File: config.mk
export PLATFORM = sky130hd
export DESIGN_NAME = ternary_matvec
export DESIGN_NICKNAME = d
export VERILOG_FILES = /design/src/rtl/ternary_matvec.sv
export SDC_FILE = /design/constraint.sdc
export NUM_CORES = 1
export LEC_CHECK = 0
export CORE_MARGIN = 2
export CORE_UTILIZATION = 35
export DETAILED_ROUTE_END_ITERATION = 10
export GPL_ROUTABILITY_DRIVEN = 0
export HOLD_SLACK_MARGIN = 0.12
export PLACE_DENSITY_LB_ADDON = 0.25
export SETUP_SLACK_MARGIN = 0.02
export SYNTH_ARGS = -nofsm -noshare
export SYNTH_HDL_FRONTEND = slang
export SYNTH_SLANG_ARGS = --single-unit
File: constraint.sdc
create_clock -name clk_i -period 6.7 [get_ports clk_i]
set_clock_uncertainty 0.15 [all_clocks]
set_input_delay 1.34 -clock clk_i [delete_from_list [all_inputs] [get_ports clk_i]]
set_output_delay 1.34 -clock clk_i [all_outputs]
set_load 0.01 [all_outputs]
File: src/rtl/ternary_matvec.sv
// Ternary (-1/0/+1) matrix-vector multiply: streams one activation and one weight per cycle,
// accumulates each row at full width and writes the saturated result to the output memory.
package config_pkg;
  localparam int D = 8;
  localparam int FixedPointPrecision = 16;
endpackage

module ternary_matvec #(
  parameter int D = config_pkg::D,
  parameter int R = config_pkg::D,
  parameter int P = config_pkg::FixedPointPrecision,
  localparam int DW = $clog2(D),
  localparam int RW = (R > 1) ? $clog2(R) : 1,
  localparam int WW = $clog2(R * D)
) (
  input  logic          clk_i,
  input  logic          rst_i,
  output logic          in_ready_o,
  input  logic          in_start_i,
  output logic          done_o,
  output logic [DW-1:0] vector_addr_o,
  input  logic [P-1:0]  vector_r_data_i,
  output logic [WW-1:0] weight_addr_o,
  input  logic [1:0]    weight_r_data_i,
  output logic [RW-1:0] out_addr_o,
  output logic          out_w_en_o,
  output logic [P-1:0]  out_w_data_o
);

  localparam int AW = P + DW + 1;
  localparam logic signed [AW-1:0] SAT_MAX = {{(AW-P+1){1'b0}}, {(P-1){1'b1}}};
  localparam logic signed [AW-1:0] SAT_MIN = {{(AW-P+1){1'b1}}, {(P-1){1'b0}}};

  typedef enum logic [1:0] {IDLE, ACCUM, WRITE} state_t;

  state_t state_q, state_d;
  logic [RW-1:0] row_q;
  logic [DW-1:0] col_q;
  logic signed [AW-1:0] acc_q, acc_next, x_ext;
  logic last_col, last_row;

  assign last_col = (col_q == DW'(D - 1));
  assign last_row = (row_q == RW'(R - 1));
  assign x_ext    = AW'($signed(vector_r_data_i));

  // Codes 2'b00 and the reserved 2'b10 both leave the accumulator untouched.
  always_comb begin
    acc_next = acc_q;
    if (weight_r_data_i == 2'b01)      acc_next = acc_q + x_ext;
    else if (weight_r_data_i == 2'b11) acc_next = acc_q - x_ext;
  end

  always_ff @(posedge clk_i or posedge rst_i) begin
    if (rst_i) state_q <= IDLE;
    else       state_q <= state_d;
  end

  always_comb begin
    state_d       = state_q;
    in_ready_o    = 1'b0;
    done_o        = 1'b0;
    vector_addr_o = '0;
    weight_addr_o = '0;
    out_addr_o    = '0;
    out_w_en_o    = 1'b0;
    out_w_data_o  = '0;
    case (state_q)
      IDLE: begin
        in_ready_o = 1'b1;
        if (in_start_i) state_d = ACCUM;
      end
      ACCUM: begin
        vector_addr_o = col_q;
        weight_addr_o = WW'(row_q) * WW'(D) + WW'(col_q);
        if (last_col) state_d = WRITE;
      end
      WRITE: begin
        out_w_en_o = 1'b1;
        out_addr_o = row_q;
        if (acc_q > SAT_MAX)      out_w_data_o = SAT_MAX[P-1:0];
        else if (acc_q < SAT_MIN) out_w_data_o = SAT_MIN[P-1:0];
        else                      out_w_data_o = acc_q[P-1:0];
        if (last_row) begin
          done_o  = 1'b1;
          state_d = IDLE;
        end else begin
          state_d = ACCUM;
        end
      end
      default: state_d = IDLE;
    endcase
  end

  always_ff @(posedge clk_i or posedge rst_i) begin
    if (rst_i) begin
      row_q <= '0;
      col_q <= '0;
      acc_q <= '0;
    end else begin
      case (state_q)
        IDLE: begin
          if (in_start_i) begin
            row_q <= '0;
            col_q <= '0;
            acc_q <= '0;
          end
        end
        ACCUM: begin
          acc_q <= acc_next;
          col_q <= last_col ? '0 : col_q + 1'b1;
        end
        WRITE: begin
          acc_q <= '0;
          row_q <= last_row ? '0 : row_q + 1'b1;
        end
        default: ;
      endcase
    end
  end

endmodule

==> out/metrics.csv, run 1 <==
stage;metric;value;unit
synth;Largest logic family;AND-OR/OR-AND gates;
critical_path;Crit Path Category;in -> reg;
min_path;hold endpoint;acc_q[9]$_DFFE_PP0P_;
finish;Clock-cell share;2.11;%
critical_path;Stages on worst setup path;14;
synth;yosys stat chip area;2720;µm²
synth;mux share;0.736;%
clock_network;post-cts hold buffer count;0;
min_path;HP Class;reg -> reg;
drt;drc violations;0;
drt;Top Metal Used;met4;
synth;Post-synth top cells;nand2_1 (37), dfrtp_1 (28), ha_1 (26);
synth;Simple-Gate Area Share;18.9;%
pwr;Gate power share;60.9;%
finish;Reg with most FFs;acc_q;
finish;largest registers;acc_q x20, col_q x3, row_q x3;
clock_network;H-tree depth;1;
clock_network;clk buf depth;2;
timing;Final WS setup;2.04;ns
place;post-place setup slack;1.83;ns
clock_network;Post-CTS Resized;0;
floorplanning;I/O Pins;52;
pwr;Pint;0.000589;W
timing;Slew headroom;38.7;%
global_routing;grt total ovfl;0;
finish;multi-input logic area;1890;µm²
critical_path;Top delay family on crit path;simple AND/OR/NAND/NOR gates;
drt;met1 WL;3710;µm
place;Post-Place Cells;473;
floorplanning;core area;7650;µm²
critical_path;Crit Reg-Reg Endpoint;acc_q[1]$_DFFE_PP0P_;
finish;layout cells sized above 1;3.73;%
flow_run;OpenROAD warnings;28;
finish;Flops;28;
synth;Post-Syn Area;2720;µm²
pwr;Sw Ratio;46.5;%
critical_path;most frequent CP cell;a21oi_1;
critical_path;worst setup path start;vector_r_data_i[2];
finish;Area Overhead vs Synth;24.3;%
synth;adder share;12.7;%
synth;Compound Share, Synth;28.0;%
pwr;P_seq;0.000285;W
synth;Post-Syn Area per Cell;8.20;µm²
clock_network;clock slew at reported path FFs;0.12;ns
synth;post-synth top area share;25.7;%
floorplanning;DIE HEIGHT;92.2;µm
critical_path;Slowest cell on crit path;clkdlybuf4s50_1;
critical_path;Worst Setup Start Kind;input pin;
finish;Leading cell kind;combinational gates;
synth;Post-synth EDFFs;0;
finish;Plain + repair buffers;54;
finish;Final Util;44.2;%
finish;Non-Filler Cell Area, Final;3380;µm²
drt;mean routed wirelength per cell;15.7;µm
floorplanning;Init Core Util;35.6;%
synth;Post-synth area hogs;dfrtp_1 (26%), ha_1 (12%), xnor2_1 (5.8%), nand2_1 (5.1%), o21a_1 (4.1%);
synth;flops out of synthesis;28;
drt;DR vias;2589;
critical_path;arrival time worst endpoint;4.73;ns
outcome;outcome;finished clean;
synth;yosys cell count;332;
clock_network;Latency at later pin;0.29;ns
timing;hold_ws;0.381;ns
pwr;largest power group;combinational cells;
pwr;comb pwr;0.000671;W
Figure 1. Metal 1 (run 1).
Drawn at 4 px/µm. Supply wires on this layer in grey.
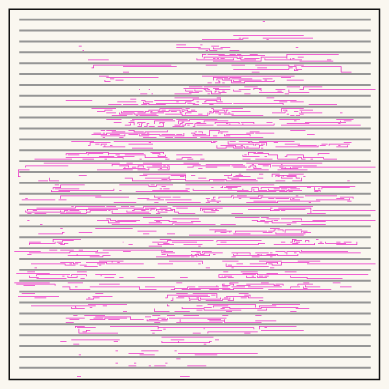
The layer holds 49% of the routed length. The wires run mostly horizontal. The layer carries 3710 µm of wire. The longest straight run is 35.0 µm.

Figure 2. Logic cells by family (run 1).
Drawn at 4 px/µm.
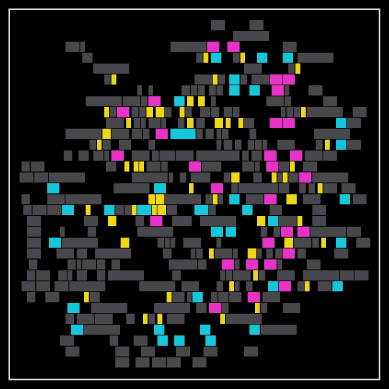
Yellow is nand cells, cells 54. Magenta is xor and xnor cells, cells 29. Cyan is non-inverting ao/oa cells, cells 35, where widely spread.

Figure 3. Routing congestion map (run 1).
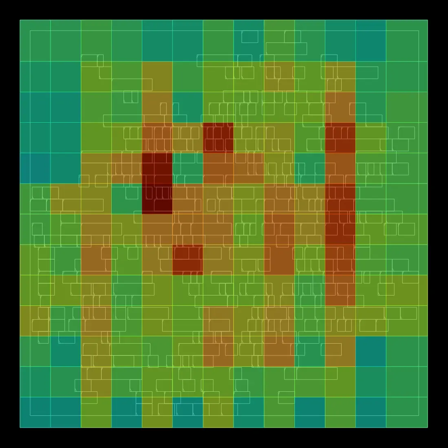
busiest grt layer: met2
gr usage total: 18.1%
met3 Usage GRT: 2.96%

Figure 4. Wiring by layer (run 1).
Drawn at 4 px/µm. Only two layers are drawn.
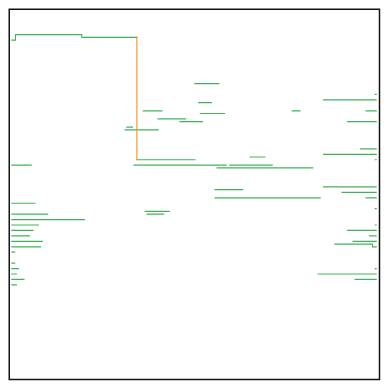

==> run 2: changes to the inputs <==
==> constraint.sdc (replaced) <==
create_clock -name clk_i -period 4.7 [get_ports clk_i]
set_clock_uncertainty 0.15 [all_clocks]
set_input_delay 0.94 -clock clk_i [delete_from_list [all_inputs] [get_ports clk_i]]
set_output_delay 0.94 -clock clk_i [all_outputs]
set_load 0.01 [all_outputs]
Figure 5. Wiring by layer (run 2).
Drawn at 4 px/µm. Only two layers are drawn.
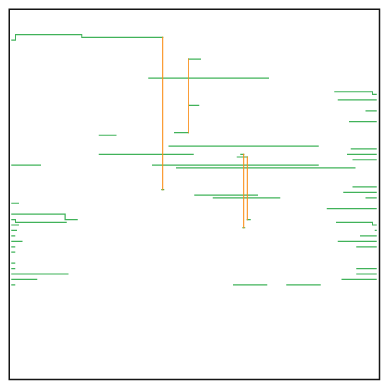
Green is M3, wire length 477 µm. Orange is M4, wire length 90.4 µm.

==> run 2 against run 1 <==
Effect of this change:
- cell count increased by 0.63%
- combinational power up 41%
- clock-buffer cell count grew 1
- sequential power rose by 42%
- flip-flop count unchanged
- critical path depth stayed put
==> out/metrics.csv, run 2 <==
stage;metric;value;unit;change
timing;hold_ws;0.385;ns;was 0.381 ns
critical_path;Top delay family on crit path;AND-OR/OR-AND gates;;was simple AND/OR/NAND/NOR gates
finish;Seq. cell area;701;µm²;unchanged
global_routing;number of global-route vias before repair;2532;;was 2460
floorplanning;DIE HEIGHT;92.2;µm;unchanged
finish;Plain + repair buffers;57;;was 54
timing;Slew headroom;28.4;%;was 38.7%
critical_path;Stages on worst setup path;14;;unchanged
critical_path;arrival time worst endpoint;4.22;ns;was 4.73 ns
flow_run;OpenROAD warnings;28;;unchanged
critical_path;Slowest cell on crit path;clkdlybuf4s50_1;;unchanged
finish;Leading cell kind;combinational gates;;unchanged
pwr;Pint;0.000800;W;was 0.000589 W
global_routing;first-pass GRT wire length;11900;µm;was 12400 µm
clock_network;CTS Buf Count;3;;unchanged
global_routing;met3 Usage GRT;2.47;%;was 2.96%
floorplanning;I/O Pins;52;;unchanged
finish;Non-Filler Cell Area, Final;3390;µm²;was 3380 µm²
timing;Slew Limit Fails;0;;unchanged
finish;Flops;28;;unchanged
pwr;Static Leak;1.43;nW;was 1.42 nW
place;dpl hpwl;5480;µm;was 5620 µm
synth;adder share;12.7;%;unchanged
drt;mean routed wirelength per cell;15.0;µm;was 15.7 µm
synth;Post-Syn Area;2720;µm²;unchanged
synth;Post-synth EDFFs;0;;unchanged
critical_path;Crit Reg-Reg Endpoint;acc_q[1]$_DFFE_PP0P_;;unchanged
synth;async set or reset register ratio after synthesis;100;%;unchanged
pwr;Tot Pwr;0.00151;W;was 0.00110 W
synth;Largest logic family;AND-OR/OR-AND gates;;unchanged
synth;flops out of synthesis;28;;unchanged
drt;Top Metal Used;met4;;unchanged
pwr;P_seq;0.000406;W;was 0.000285 W
critical_path;worst setup path start;vector_r_data_i[6];;was vector_r_data_i[2]
critical_path;Crit Path Category;in -> reg;;unchanged
drt;Pre-Repair DR Iteration Count;4;;unchanged
synth;Post-synth area hogs;dfrtp_1 (26%), ha_1 (12%), xnor2_1 (5.8%), nand2_1 (5.1%), o21a_1 (4.1%);;unchanged
finish;Inserted Diodes;0;;unchanged
synth;Post-synth top cells;nand2_1 (37), dfrtp_1 (28), ha_1 (26);;unchanged
global_routing;grt total ovfl;0;;unchanged
clock_network;clk sink count;28;;unchanged
critical_path;critical path endpoint category;register;;unchanged
finish;fin cells;480;;was 477
clock_network;post-cts hold buffer count;0;;unchanged
finish;multi-input logic area;1890;µm²;unchanged
place;Post-Place Cells;476;;was 473
outcome;outcome;finished clean;;unchanged
synth;Compound Share, Synth;28.0;%;unchanged
finish;largest registers;acc_q x20, col_q x3, row_q x3;;unchanged
drt;met1 WL;3460;µm;was 3710 µm
clock_network;Post-CTS Setup Repair Bufs;0;;unchanged
finish;Final Util;44.3;%;was 44.2%
pwr;Gate power share;62.7;%;was 60.9%
clock_network;H-tree depth;1;;unchanged
synth;Simple-Gate Area Share;18.9;%;unchanged
floorplanning;core area;7650;µm²;unchanged
finish;Reg with most FFs;acc_q;;unchanged
clock_network;clk buf depth;2;;unchanged
floorplanning;Init Core Util;35.6;%;unchanged
global_routing;gr usage total;17.3;%;was 18.1%
place;post-place setup slack;0.224;ns;was 1.83 ns
timing;Max Clk Rate;241;MHz;
synth;mux share;0.736;%;unchanged
min_path;HP Class;reg -> reg;;unchanged
synth;post-synth top area share;25.7;%;unchanged
critical_path;Worst Path Required;4.76;ns;was 6.77 ns
clock_network;Post-CTS Resized;0;;unchanged
min_path;hold endpoint;acc_q[9]$_DFFE_PP0P_;;unchanged
pwr;comb pwr;0.000945;W;was 0.000671 W
drt;DR vias;2542;;was 2589
clock_network;clock slew at reported path FFs;0.11;ns;was 0.12 ns
finish;Clock-cell share;1.62;%;was 2.11%
timing;Final WS setup;0.543;ns;was 2.04 ns
clock_network;CTS tree;yes;;unchanged
synth;yosys stat chip area;2720;µm²;unchanged
drt;met3 WL;477;µm;was 383 µm
pwr;Switching Power;0.000708;W;was 0.000513 W
critical_path;Worst Setup Start Kind;input pin;;unchanged
finish;layout cells sized above 1;4.50;%;was 3.73%
floorplanning;Row Count;32;;unchanged
critical_path;most frequent CP cell;a21oi_1;;unchanged
drt;drc violations;0;;unchanged
synth;Post-Syn Area per Cell;8.20;µm²;unchanged
finish;Area Overhead vs Synth;24.6;%;was 24.3%
synth;number of synthesis warnings;0;;unchanged
pwr;Sw Ratio;47.0;%;was 46.5%
global_routing;busiest grt layer;met2;;unchanged
synth;yosys cell count;332;;unchanged
clock_network;Latency at later pin;0.28;ns;was 0.29 ns
finish;Comb/total area;55.9;%;was 56.0%
pwr;largest power group;combinational cells;;unchanged
pwr;power density over the cells;445;nW/µm²;was 326 nW/µm²
Figure 6. Logic cells by family (run 2).
Drawn at 4 px/µm.
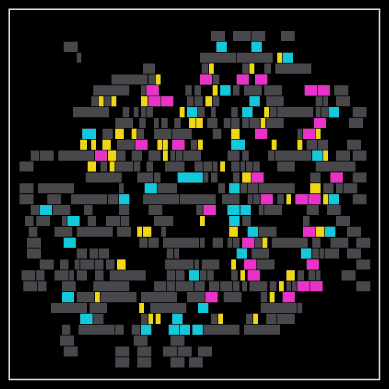
Magenta is xor and xnor cells, cells 29. Yellow is nand cells, cells 54. Cyan is non-inverting ao/oa cells, cells 35, where widely spread.

Figure 7. Close-up of the layout (run 2).
Region (31, 50) to (61, 80) µm. Cells in grey, sequential cells in the stronger grey; small squares are vias.
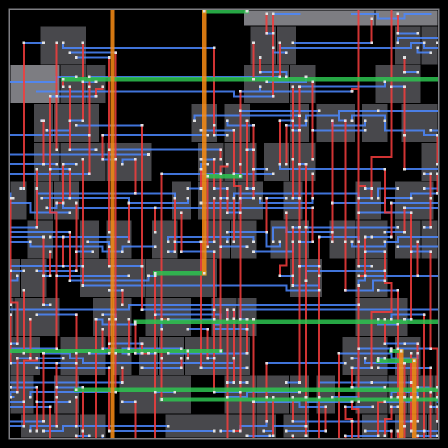

==> run 3: changes to the inputs <==
--- a/config.mk
+++ b/config.mk
@@ -5,13 +5,15 @@
 export SDC_FILE = /design/constraint.sdc
 export NUM_CORES = 1
 export LEC_CHECK = 0
+export CAP_MARGIN = 10
 export CORE_MARGIN = 2
-export CORE_UTILIZATION = 35
+export CORE_UTILIZATION = 50
 export DETAILED_ROUTE_END_ITERATION = 10
 export GPL_ROUTABILITY_DRIVEN = 0
 export HOLD_SLACK_MARGIN = 0.12
 export PLACE_DENSITY_LB_ADDON = 0.25
 export SETUP_SLACK_MARGIN = 0.02
+export SKIP_CTS_REPAIR_TIMING = 1
 export SYNTH_ARGS = -nofsm -noshare
 export SYNTH_HDL_FRONTEND = slang
 export SYNTH_SLANG_ARGS = --single-unit
Figure 8. Close-up of the layout (run 3).
Region (24, 39) to (54, 69) µm. Cells in grey, sequential cells in the stronger grey; small squares are vias.
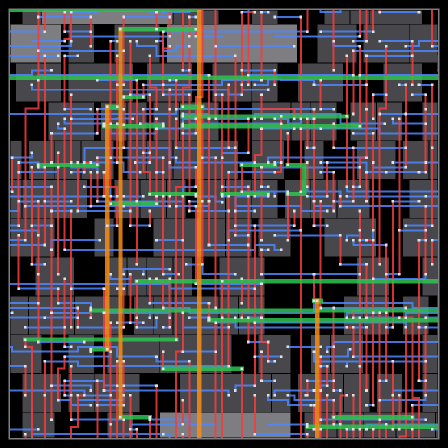
Orange is M4. Blue is M1. Green is M3. Red is M2.
93 logic cells have their middle in the window. Most frequent: a21oi_1 (16), nand2_1 (9). Netlist names of flops here include acc_q (2). Sequential cells in the window: 2.

==> run 3 against run 2 <==
Effect of this change:
- final area down 0.81%
- synthesized cell count unchanged
- total power up 0.54%
- sequential share of layout area up 0.17 points
- flip-flop count unchanged
- largest cell class unchanged
==> out/metrics.csv, run 3 <==
stage;metric;value;unit;change
outcome;outcome;finished clean;;unchanged
critical_path;Crit Reg-Reg Endpoint;acc_q[1]$_DFFE_PP0P_;;unchanged
timing;RSZ-0062 raised after global routing;no;;unchanged
critical_path;reg2reg path depth;5;;unchanged
floorplanning;Die Width;77.8;µm;was 92.2 µm
drt;final wirelength;7020;µm;was 7190 µm
pwr;Pint;0.000802;W;was 0.000800 W
place;DP Area;3280;µm²;was 3330 µm²
synth;async set or reset register ratio after synthesis;100;%;unchanged
finish;NonClk Buf Share;16.9;%;was 16.4%
synth;Post-Syn Area per Cell;8.20;µm²;unchanged
pwr;comb pwr;0.000951;W;was 0.000945 W
flow_run;Max Cap Viol;0;;unchanged
drt;drt via density;5.76;;was 5.30
finish;Area Overhead vs Synth;23.5;%;was 24.6%
global_routing;met3 Usage GRT;2.67;%;was 2.47%
critical_path;Top delay family on crit path;AND-OR/OR-AND gates;;unchanged
synth;distinct lib cells;49;;unchanged
finish;invs w/o clock;15;;unchanged
clock_network;clk buf depth;2;;unchanged
timing;Max Clk Rate;234;MHz;was 241 MHz
timing;Slew headroom;41.6;%;was 28.4%
global_routing;gr usage total;23.9;%;was 17.3%
global_routing;number of global-route vias before repair;2596;;was 2532
finish;largest registers;acc_q x20, col_q x3, row_q x3;;unchanged
finish;dominant logic cell type in the layout;clkdlybuf4s50_1;;unchanged
finish;Leading cell kind;combinational gates;;unchanged
synth;yosys stat chip area;2720;µm²;unchanged
finish;Final #Nets;426;;was 427
drt;Post-DRT Antenna Nets;0;;unchanged
synth;flops out of synthesis;28;;unchanged
synth;mux share;0.736;%;unchanged
floorplanning;Init Core Util;52.6;%;was 35.6%
clock_network;CTS Buf Count;3;;unchanged
drt;Pre-Repair DR Iteration Count;4;;unchanged
synth;sequential fraction of the synthesis area;25.7;%;unchanged
synth;Post-synth top cells;nand2_1 (37), dfrtp_1 (28), ha_1 (26);;unchanged
timing;hold_ws;0.373;ns;was 0.385 ns
finish;#MultiIn Comb;274;;unchanged
timing;Final Critical Period;4.27;ns;was 4.16 ns
pwr;clock power share;10.4;%;about the same
pwr;Flop pwr share;26.8;%;was 26.9%
pwr;Sw Ratio;47.1;%;was 47.0%
finish;max FFs per register;20;;unchanged
drt;mean routed wirelength per cell;15.7;µm;was 15.0 µm
critical_path;Worst Setup Start Kind;input pin;;unchanged
critical_path;reg2reg setup slack;1.69;ns;was 1.70 ns
finish;Final Util;65.0;%;was 44.3%
pwr;largest power group;combinational cells;;unchanged
drt;DR vias;2573;;was 2542
finish;multi-input logic area;1890;µm²;unchanged
global_routing;met1 Usage GRT;32.3;%;was 24.3%
synth;leading area contributor after synthesis;dfrtp_1;;unchanged
synth;Post-synth EDFFs;0;;unchanged
synth;Compound Share, Synth;28.0;%;unchanged
place;Post-Place Cells;442;;was 476
critical_path;Critical R2R Launch;state_q[0]$_DFFE_PP0P_;;unchanged
critical_path;CP Capture Point;acc_q[19]$_DFFE_PP0P_;;unchanged
clock_network;Latency at later pin;0.28;ns;about the same
pwr;Switching Power;0.000714;W;was 0.000708 W
finish;Flops;28;;unchanged
timing;setup_tns;0;ns;unchanged
floorplanning;I/O Pins;52;;unchanged
critical_path;worst setup path start;vector_r_data_i[6];;unchanged
synth;Mapped Nets;380;;unchanged
floorplanning;DIE HEIGHT;77.8;µm;was 92.2 µm
global_routing;largest net degree at the start of global routing;29;;was 27
synth;main flop type;dfrtp_1;;unchanged
clock_network;clock slew at reported path FFs;0.10;ns;was 0.11 ns
place;dpl hpwl;5240;µm;was 5480 µm
timing;Worst Tran Pin Value;0.876;ns;was 1.07 ns
critical_path;Stages on worst setup path;14;;unchanged
drt;met1 WL;3290;µm;was 3460 µm
global_routing;GR Util met2;40.5;%;was 27.6%
place;Buffers on Ports;51;;unchanged
synth;yosys cell count;332;;unchanged
min_path;HP Class;reg -> reg;;unchanged
finish;Plain + repair buffers;56;;was 57
critical_path;most frequent CP cell;a21oi_1;;unchanged
clock_network;root buffer selected by CTS;clkbuf_8;;unchanged
place;post-place setup slack;0.249;ns;was 0.224 ns
flow_run;OpenROAD warnings;28;;unchanged
synth;Largest logic family;AND-OR/OR-AND gates;;unchanged
finish;Fill cells;437;;was 758
finish;Clock-cell share;1.64;%;was 1.62%
timing;fin crit share;90.8;%;was 88.5%
global_routing;busiest grt layer;met2;;unchanged
critical_path;arrival time worst endpoint;4.32;ns;was 4.22 ns
critical_path;cells along the critical path;clkdlybuf4s50_1 > nor4_2 > nand2_2 > nor3b_1 > a21oi_1 > xor2_1 > ha_1 > and2_1 > a21oi_1 > o221ai_1 > a21oi_1 > a21oi_1 > o31a_1 > mux2i_1;;unchanged
global_routing;first-pass GRT wire length;11700;µm;was 11900 µm
timing;final hold violation count;0;;unchanged
clock_network;H-tree depth;1;;unchanged
finish;Non-Filler Cell Area, Final;3360;µm²;was 3390 µm²
finish;# clk buffers;4;;unchanged
critical_path;Worst Path Required;4.76;ns;about the same
floorplanning;chip area;6050;µm²;was 8500 µm²
finish;Inserted Diodes;0;;unchanged
pwr;Gate power share;62.7;%;about the same
critical_path;critical path endpoint category;register;;unchanged
drt;Top Metal Used;met4;;unchanged
synth;number of synthesis warnings;0;;unchanged
pwr;Tot Pwr;0.00152;W;was 0.00151 W
min_path;hold endpoint;col_q[0]$_DFFE_PP0P_;;was acc_q[9]$_DFFE_PP0P_
synth;post-synth top area share;25.7;%;unchanged
finish;Comb/total area;56.3;%;was 55.9%
pwr;P_seq;0.000407;W;was 0.000406 W
synth;Post-Syn Area;2720;µm²;unchanged
min_path;hold path cells;1;;was 2
finish;fin cells;447;;was 480
synth;Post-synth area hogs;dfrtp_1 (26%), ha_1 (12%), xnor2_1 (5.8%), nand2_1 (5.1%), o21a_1 (4.1%);;unchanged
drt;met3 WL;417;µm;was 477 µm
synth;Simple-Gate Area Share;18.9;%;unchanged
global_routing;grt total ovfl;0;;unchanged
synth;top-count cell post-synth;nand2_1;;unchanged
clock_network;CTS tree;yes;;unchanged
floorplanning;Row Count;26;;was 32
synth;adder share;12.7;%;unchanged
critical_path;Worst Path Buf+Inv;1;;unchanged
timing;Slew Limit Fails;0;;unchanged
finish;Seq. cell area;701;µm²;unchanged
finish;layout cells sized above 1;4.24;%;was 4.50%
critical_path;Crit Path Category;in -> reg;;unchanged
drt;drc violations;0;;unchanged
floorplanning;core area;5170;µm²;was 7650 µm²
synth;Cells after Synth;332;;unchanged
clock_network;clk sink count;28;;unchanged
timing;Final WS setup;0.432;ns;was 0.543 ns
finish;Reg with most FFs;acc_q;;unchanged
floorplanning;Well Taps;70;;was 102
pwr;power density over the cells;451;nW/µm²;was 445 nW/µm²
pwr;Static Leak;1.43;nW;about the same
critical_path;Slowest cell on crit path;clkdlybuf4s50_1;;unchanged
Figure 9. Wiring by layer (run 3).
Drawn at 4 px/µm. Only two layers are drawn.
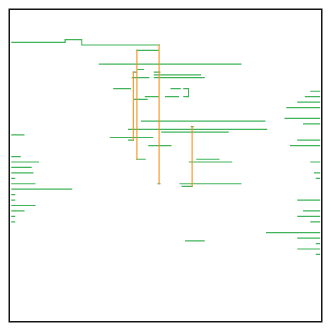
Orange is M4, wire length 93.8 µm. Green is M3, wire length 417 µm.

Power is estimated from default activity; no workload was simulated.
